==> config.mk <==
export PLATFORM = sky130hd
export DESIGN_NAME = gcd_stream
export DESIGN_NICKNAME = d
export VERILOG_FILES = /design/src/rtl/gcd_pkg.sv /design/src/rtl/gcd_core.sv /design/src/rtl/gcd_stream.sv
export SDC_FILE = /design/constraint.sdc
export NUM_CORES = 1
export LEC_CHECK = 0
export ABC_AREA = 1
export CAP_MARGIN = 20
export CORE_MARGIN = 2
export CORE_UTILIZATION = 55
export CTS_CLUSTER_SIZE = 12
export DETAILED_ROUTE_END_ITERATION = 8
export GPL_ROUTABILITY_DRIVEN = 0
export PLACE_DENSITY = 0.78
export SLEW_MARGIN = 30
export SYNTH_ARGS = -nofsm -noshare
export SYNTH_HDL_FRONTEND = slang
export SYNTH_SLANG_ARGS = --single-unit
==> constraint.sdc <==
create_clock -name clk -period 3.61 [get_ports clk]
set_input_delay 0.5415 -clock clk [delete_from_list [all_inputs] [get_ports clk]]
set_output_delay 0.5415 -clock clk [all_outputs]
set_load 0.1 [all_outputs]
==> src/rtl/gcd_pkg.sv <==
// Shared types and helpers for the streaming binary-GCD block.
package gcd_pkg;

    typedef enum logic [1:0] {
        IDLE,
        RUN,
        DONE
    } gcd_state_e;

    // Width of the RUN-cycle counter: must hold 4*WIDTH+1 plus headroom.
    function automatic int unsigned cyc_width(input int unsigned w);
        return $clog2(4 * w + 3);
    endfunction

endpackage

==> src/rtl/gcd_core.sv <==
// Binary-GCD engine: FSM plus a/b/k/cnt datapath behind a start/busy/done interface.
module gcd_core
    import gcd_pkg::*;
#(
    parameter int unsigned WIDTH = 8
) (
    input  logic                          clk,
    input  logic                          rst,
    input  logic                          start,
    input  logic [WIDTH-1:0]              a_in,
    input  logic [WIDTH-1:0]              b_in,
    input  logic                          ack,
    output logic                          busy,
    output logic                          done,
    output logic [WIDTH-1:0]              result,
    output logic [cyc_width(WIDTH)-1:0]   cnt
);

    localparam int unsigned CYC_W = cyc_width(WIDTH);
    localparam int unsigned KW    = $clog2(WIDTH);

    gcd_state_e       state_q;
    logic [WIDTH-1:0] a_q;
    logic [WIDTH-1:0] b_q;
    logic [KW-1:0]    k_q;
    logic [CYC_W-1:0] cnt_q;
    logic [WIDTH-1:0] result_q;

    always_ff @(posedge clk or negedge rst) begin
        if (!rst) begin
            state_q  <= IDLE;
            a_q      <= '0;
            b_q      <= '0;
            k_q      <= '0;
            cnt_q    <= '0;
            result_q <= '0;
        end else begin
            case (state_q)
                IDLE: begin
                    if (start) begin
                        a_q     <= a_in;
                        b_q     <= b_in;
                        k_q     <= '0;
                        cnt_q   <= '0;
                        state_q <= RUN;
                    end
                end
                RUN: begin
                    cnt_q <= cnt_q + 1'b1;
                    // Terminating steps count as RUN cycles too.
                    if (a_q == '0) begin
                        result_q <= b_q << k_q;
                        state_q  <= DONE;
                    end else if (b_q == '0) begin
                        result_q <= a_q << k_q;
                        state_q  <= DONE;
                    end else if (a_q == b_q) begin
                        result_q <= a_q << k_q;
                        state_q  <= DONE;
                    end else if (!a_q[0] && !b_q[0]) begin
                        a_q <= a_q >> 1;
                        b_q <= b_q >> 1;
                        k_q <= k_q + 1'b1;
                    end else if (!a_q[0]) begin
                        a_q <= a_q >> 1;
                    end else if (!b_q[0]) begin
                        b_q <= b_q >> 1;
                    end else if (a_q > b_q) begin
                        a_q <= a_q - b_q;
                    end else begin
                        b_q <= b_q - a_q;
                    end
                end
                DONE: begin
                    if (ack) begin
                        state_q <= IDLE;
                    end
                end
                default: state_q <= IDLE;
            endcase
        end
    end

    assign busy   = (state_q != IDLE);
    assign done   = (state_q == DONE);
    assign result = result_q;
    assign cnt    = cnt_q;

endmodule

==> src/rtl/gcd_stream.sv <==
// Streaming GCD: input handshake into gcd_core, one-entry output buffer on the result side.
module gcd_stream
    import gcd_pkg::*;
#(
    parameter int unsigned WIDTH = 8
) (
    input  logic                          clk,
    input  logic                          rst,
    input  logic [WIDTH-1:0]              A,
    input  logic [WIDTH-1:0]              B,
    input  logic                          in_valid,
    output logic                          in_ready,
    output logic [WIDTH-1:0]              res,
    output logic [cyc_width(WIDTH)-1:0]   cycles,
    output logic                          out_valid,
    input  logic                          out_ready
);

    localparam int unsigned CYC_W = cyc_width(WIDTH);

    logic             core_busy;
    logic             core_done;
    logic [WIDTH-1:0] core_result;
    logic [CYC_W-1:0] core_cnt;
    logic             load;

    logic [WIDTH-1:0] res_q;
    logic [CYC_W-1:0] cyc_q;
    logic             out_valid_q;

    gcd_core #(
        .WIDTH (WIDTH)
    ) u_core (
        .clk    (clk),
        .rst    (rst),
        .start  (in_valid),
        .a_in   (A),
        .b_in   (B),
        .ack    (load),
        .busy   (core_busy),
        .done   (core_done),
        .result (core_result),
        .cnt    (core_cnt)
    );

    // Buffer takes the core result when empty or emptying on this same edge.
    assign load = core_done && (!out_valid_q || out_ready);

    always_ff @(posedge clk or negedge rst) begin
        if (!rst) begin
            res_q       <= '0;
            cyc_q       <= '0;
            out_valid_q <= 1'b0;
        end else if (load) begin
            res_q       <= core_result;
            cyc_q       <= core_cnt;
            out_valid_q <= 1'b1;
        end else if (out_valid_q && out_ready) begin
            out_valid_q <= 1'b0;
        end
    end

    assign in_ready  = !core_busy;
    assign res       = res_q;
    assign cycles    = cyc_q;
    assign out_valid = out_valid_q;

endmodule

Fig. 1: met2 routing
Bar = 20 µm.
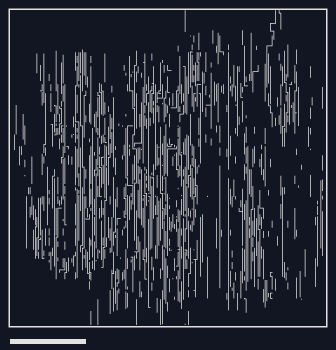
The longest straight run is 35.7 µm. 422 nets have wire on it.
met2 GRT Util: 40.32%
number of vias after detailed routing: 3,197
Routed Wire Length: 8230 µm

Fig. 2: power grid
Pins as bars on the die edge. Tap cells in gray.
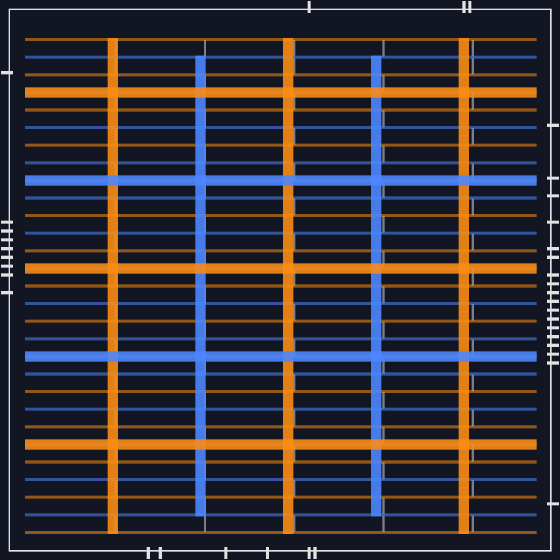
Key: blue = VDD; orange = VSS
36 signal pins sit on the boundary. 5 straps on met5.
horizontal die dimension: 83.46 µm

Fig. 3: clock distribution
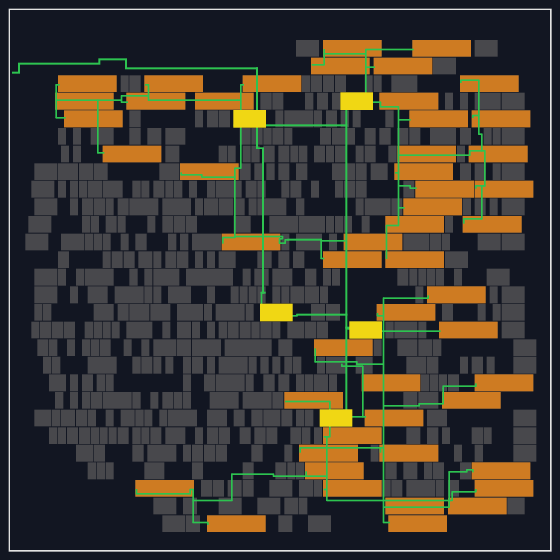
Key: orange = flip-flops [count 50]; yellow = clock drivers [count 5]; green = clock wires [length 616 µm]
Position of the flops: all over the die. There are 6 routed clock nets.

Fig. 4: cell outlines without signal wires
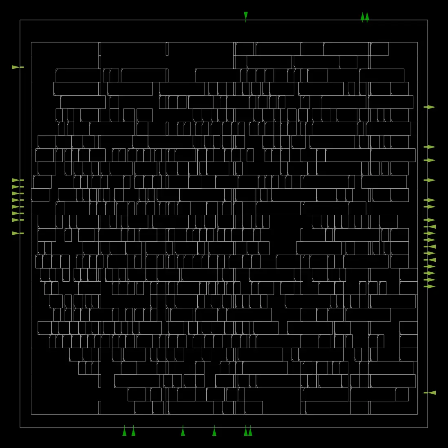
flop share of the area: 31.75%
number of cell rows: 28

## per-stage QoR
stage               cell area, µm²  utilization, %  worst slack, ns
floorplan                     3472               -           0.8198
global placement              3846           63.83            1.181
detailed placement            3849           63.87           0.9863
CTS                           3941           65.41           0.9818
global route                  3941           65.41           0.8007
finish                        3941           65.41           0.9374
## registers in the layout, indices dropped and copies added (netlist names)
name            flops
u_core.b_q          8
u_core.result       8
u_core.a_q          8
u_core.k_q          3
res                 8
u_core.cnt          6
cycles              6
u_core.state_q      2
out_valid           1
## worst max path at each step
stage                                  startpoint                        end  slack (ns)  cells past startpoint
floorplan           u_core.state_q[0]$_DFFE_PN0P_  u_core.a_q[2]$_DFFE_PN0P_        0.82                     10
global placement        u_core.a_q[0]$_DFFE_PN0P_  u_core.b_q[1]$_DFFE_PN0P_        1.18                     14
detailed placement      u_core.a_q[0]$_DFFE_PN0P_  u_core.b_q[5]$_DFFE_PN0P_        0.99                     14
CTS                     u_core.a_q[0]$_DFFE_PN0P_  u_core.b_q[5]$_DFFE_PN0P_        0.98                     14
global route            u_core.a_q[0]$_DFFE_PN0P_  u_core.b_q[5]$_DFFE_PN0P_        0.80                     14
finish                  u_core.a_q[0]$_DFFE_PN0P_  u_core.b_q[5]$_DFFE_PN0P_        0.94                     14
## per-layer routing
metal	routed length, µm	up-vias	GRT usage (%)	part of all wire (%)
met1	3598	1442	32.36	44
met2	3704	145	40.32	45
met3	560	36	3.858	6.8
li1	-	1574	-	-
met4	367	0	11.88	4.5
met5	0	-	0	0
## cell families (layout without fill, tap and decap cells)
kind of cell,count (synthesis),count (layout)
compound gates,86,86
xor+xnor,10,10
fa+ha+maj,21,21
buf+inv,72,104
flops,50,50
mux,3,3
simple gates,225,225
## final cells by class
type | instances | area [µm²]
Inverter | 61 | 234.0
Multi-Input combinational cell | 345 | 1922
Tap cell | 75 | 93.84
Sequential cell | 50 | 1251
Clock buffer | 5 | 68.82
Fill cell | 546 | 2085
Clock inverter | 3 | 23.77
Timing Repair Buffer | 35 | 347.8
## placed cells by master, fill, tap and decap left out, types with 7 or more instances in the layout
master / n
o21ai_0: 38
inv_1: 55
dfrtp_1: 50
nand3_1: 44
nand2_1: 111
nand2_2: 13
or2_2: 7
xor2_1: 8
ha_1: 19
a21oi_1: 29
nor2_1: 30
clkdlybuf4s50_1: 34
==> PnR_summary.wiki <==
== Flow metrics ==
{| class="wikitable"
! Metric !! Value
|-
| Routed via count divided by cell count || 5.570
|-
| Die area || 6965 µm²
|-
| Status || finished clean
|-
| Commonest cells in the netlist || nand2_1, inv_1, dfrtp_1
|-
| Worst hold margin || 0.2353 ns
|-
| CTS HTree Levels || 2
|-
| Beginning of the worst register-to-register path || u_core.a_q[0]$_DFFE_PN0P_
|-
| Number of enable-type register cells in the synthesized netlist || 0
|-
| Library cell with the highest instance count after synthesis || nand2_1
|-
| Required time at the worst-slack endpoint || 3.82 ns
|-
| Worst-margin pin slew || 0.9800 ns
|-
| Area inside the core boundary || 6026 µm²
|-
| End of the worst register-to-register path || u_core.b_q[5]$_DFFE_PN0P_
|-
| Combined global-route utilization of all metal layers || 24.76%
|-
| Part of the Yosys area used for sequential elements || 36.04%
|-
| Worst reg2reg setup slack || 0.94 ns
|-
| Maximum net fanout on the critical path || 11
|-
| Post-layout instance count excluding filler cells || 574
|-
| Worst setup EP type || flip-flop
|-
| Total setup buffers inserted after CTS || 0
|-
| Final count of negative-setup-slack endpoints || 0
|-
| Worst-case clock skew || 0.003707 ns
|-
| Arrival time reported for the critical path endpoint || 2.88 ns
|-
| Number of max-slew violations in the final report || 0
|-
| DR iter-0 viols || 198
|-
| Number of nets with antenna violations after detailed routing || 0
|-
| Congestion Overflow GR || 0
|-
| CTS Buffer Depth || 2
|-
| Yosys top cell by area || dfrtp_1
|-
| DP HPWL || 6294 µm
|-
| Depth of the worst register-to-register path || 14
|-
| Post-synthesis instance area || 3472 µm²
|-
| TritonCTS clock tree || built
|-
| Most used cell, CP || nand2_1
|-
| Yosys-reported design area after synthesis || 3472 µm²
|-
| Synth Area in Adders || 8.000%
|-
| Hold-fix buffers, CTS || 0
|-
| Xor/xnor share of the synthesized area || 2.523%
|-
| Dominant cells by area after synthesis || dfrtp_1, nand2_1, ha_1
|-
| FFs w/ async S/R, synth || 100.0%
|-
| Crit path largest cell delay || 0.51 ns
|-
| First-pass GRT wire length || 14,080 µm
|-
| Net total in the final layout || 539
|-
| Num CTS Buffers || 5
|-
| Most common flop cell mapped by yosys || dfrtp_1
|-
| Sequence of cells on the critical path || inv_1, ha_1, inv_1, fa_1, nand2_1, nand2_1, nand3_2, nand2_2, nand2_4, nor3_1, nor2_2, inv_1, nand2_1, nand2_1
|-
| Master of the slowest instance on the critical path || dfrtp_1
|-
| Classification of the worst-slack hold path || primary input to async pin
|-
| Worst rel slew slack || 34.46%
|-
| Syn nets || 508
|-
| RSZ-0062 raised after global routing || false
|-
| Number of global-route vias before repair || 3,070
|-
| Worst setup path category || flip-flop to flip-flop
|-
| Highest achievable clock rate || 374.2 MHz
|-
| Post-Synthesis Cells || 467
|-
| Pin count of the biggest net entering global routing || 51
|-
| Post-synthesis cell count from yosys || 467
|-
| Avg Cell Area, Syn || 7.435 µm²
|-
| Multiplexer share || 0.9730%
|-
| Share of the clock period used by the worst path after layout || 74.03%
|-
| Max-cap violations || 0
|-
| Dominant non-sequential cell family after synthesis || simple AND/OR/NAND/NOR gates
|-
| Synth Warn # || 0
|-
| Hold violation count in the final report || 0
|-
| Library cells used by synthesis || 38
|-
| I/O pins || 36
|-
| Kind of launch point of the worst setup path || flip-flop
|-
| Antenna Diode Count || 0
|-
| Number of antenna violations at the first check in global routing || 0
|-
| CP delay by family, top || simple AND/OR/NAND/NOR gates
|-
| Count of unresolved DRC violations after routing || 0
|-
| Area growth from synthesis to layout || 13.51%
|-
| Root buffer cell || clkbuf_8
|-
| Area share of the largest cell type after synthesis || 36.04%
|-
| Synth Register Bits || 50
|-
| Number of search-and-repair iterations in the first detailed-routing pass || 5
|-
| Setup_tns || 0 ns
|-
| Number of I/O port buffers || 35
|-
| Simple-gate share of the synthesized area || 30.20%
|-
| Average wire length per cell after detail routing || 14.34 µm
|-
| Cts repair resizes || 0
|-
| Count of clock tree sinks || 50
|-
| Fraction of the core area occupied by cells at floorplan || 57.62%
|-
| Register clock-pin slew on the reported worst setup and hold paths || 0.10 ns
|-
| Count of warning messages emitted by the tools || 35
|-
| Clk latency late pin || 0.31 ns
|-
| Synth Area in Compound Gates || 13.66%
|-
| Fraction of layout instances using a drive strength above 1 || 11.02%
|-
| Number of placed instances, taps included || 566
|-
| Post-layout min period || 2.673 ns
|-
| WP buf/inv || 3
|}
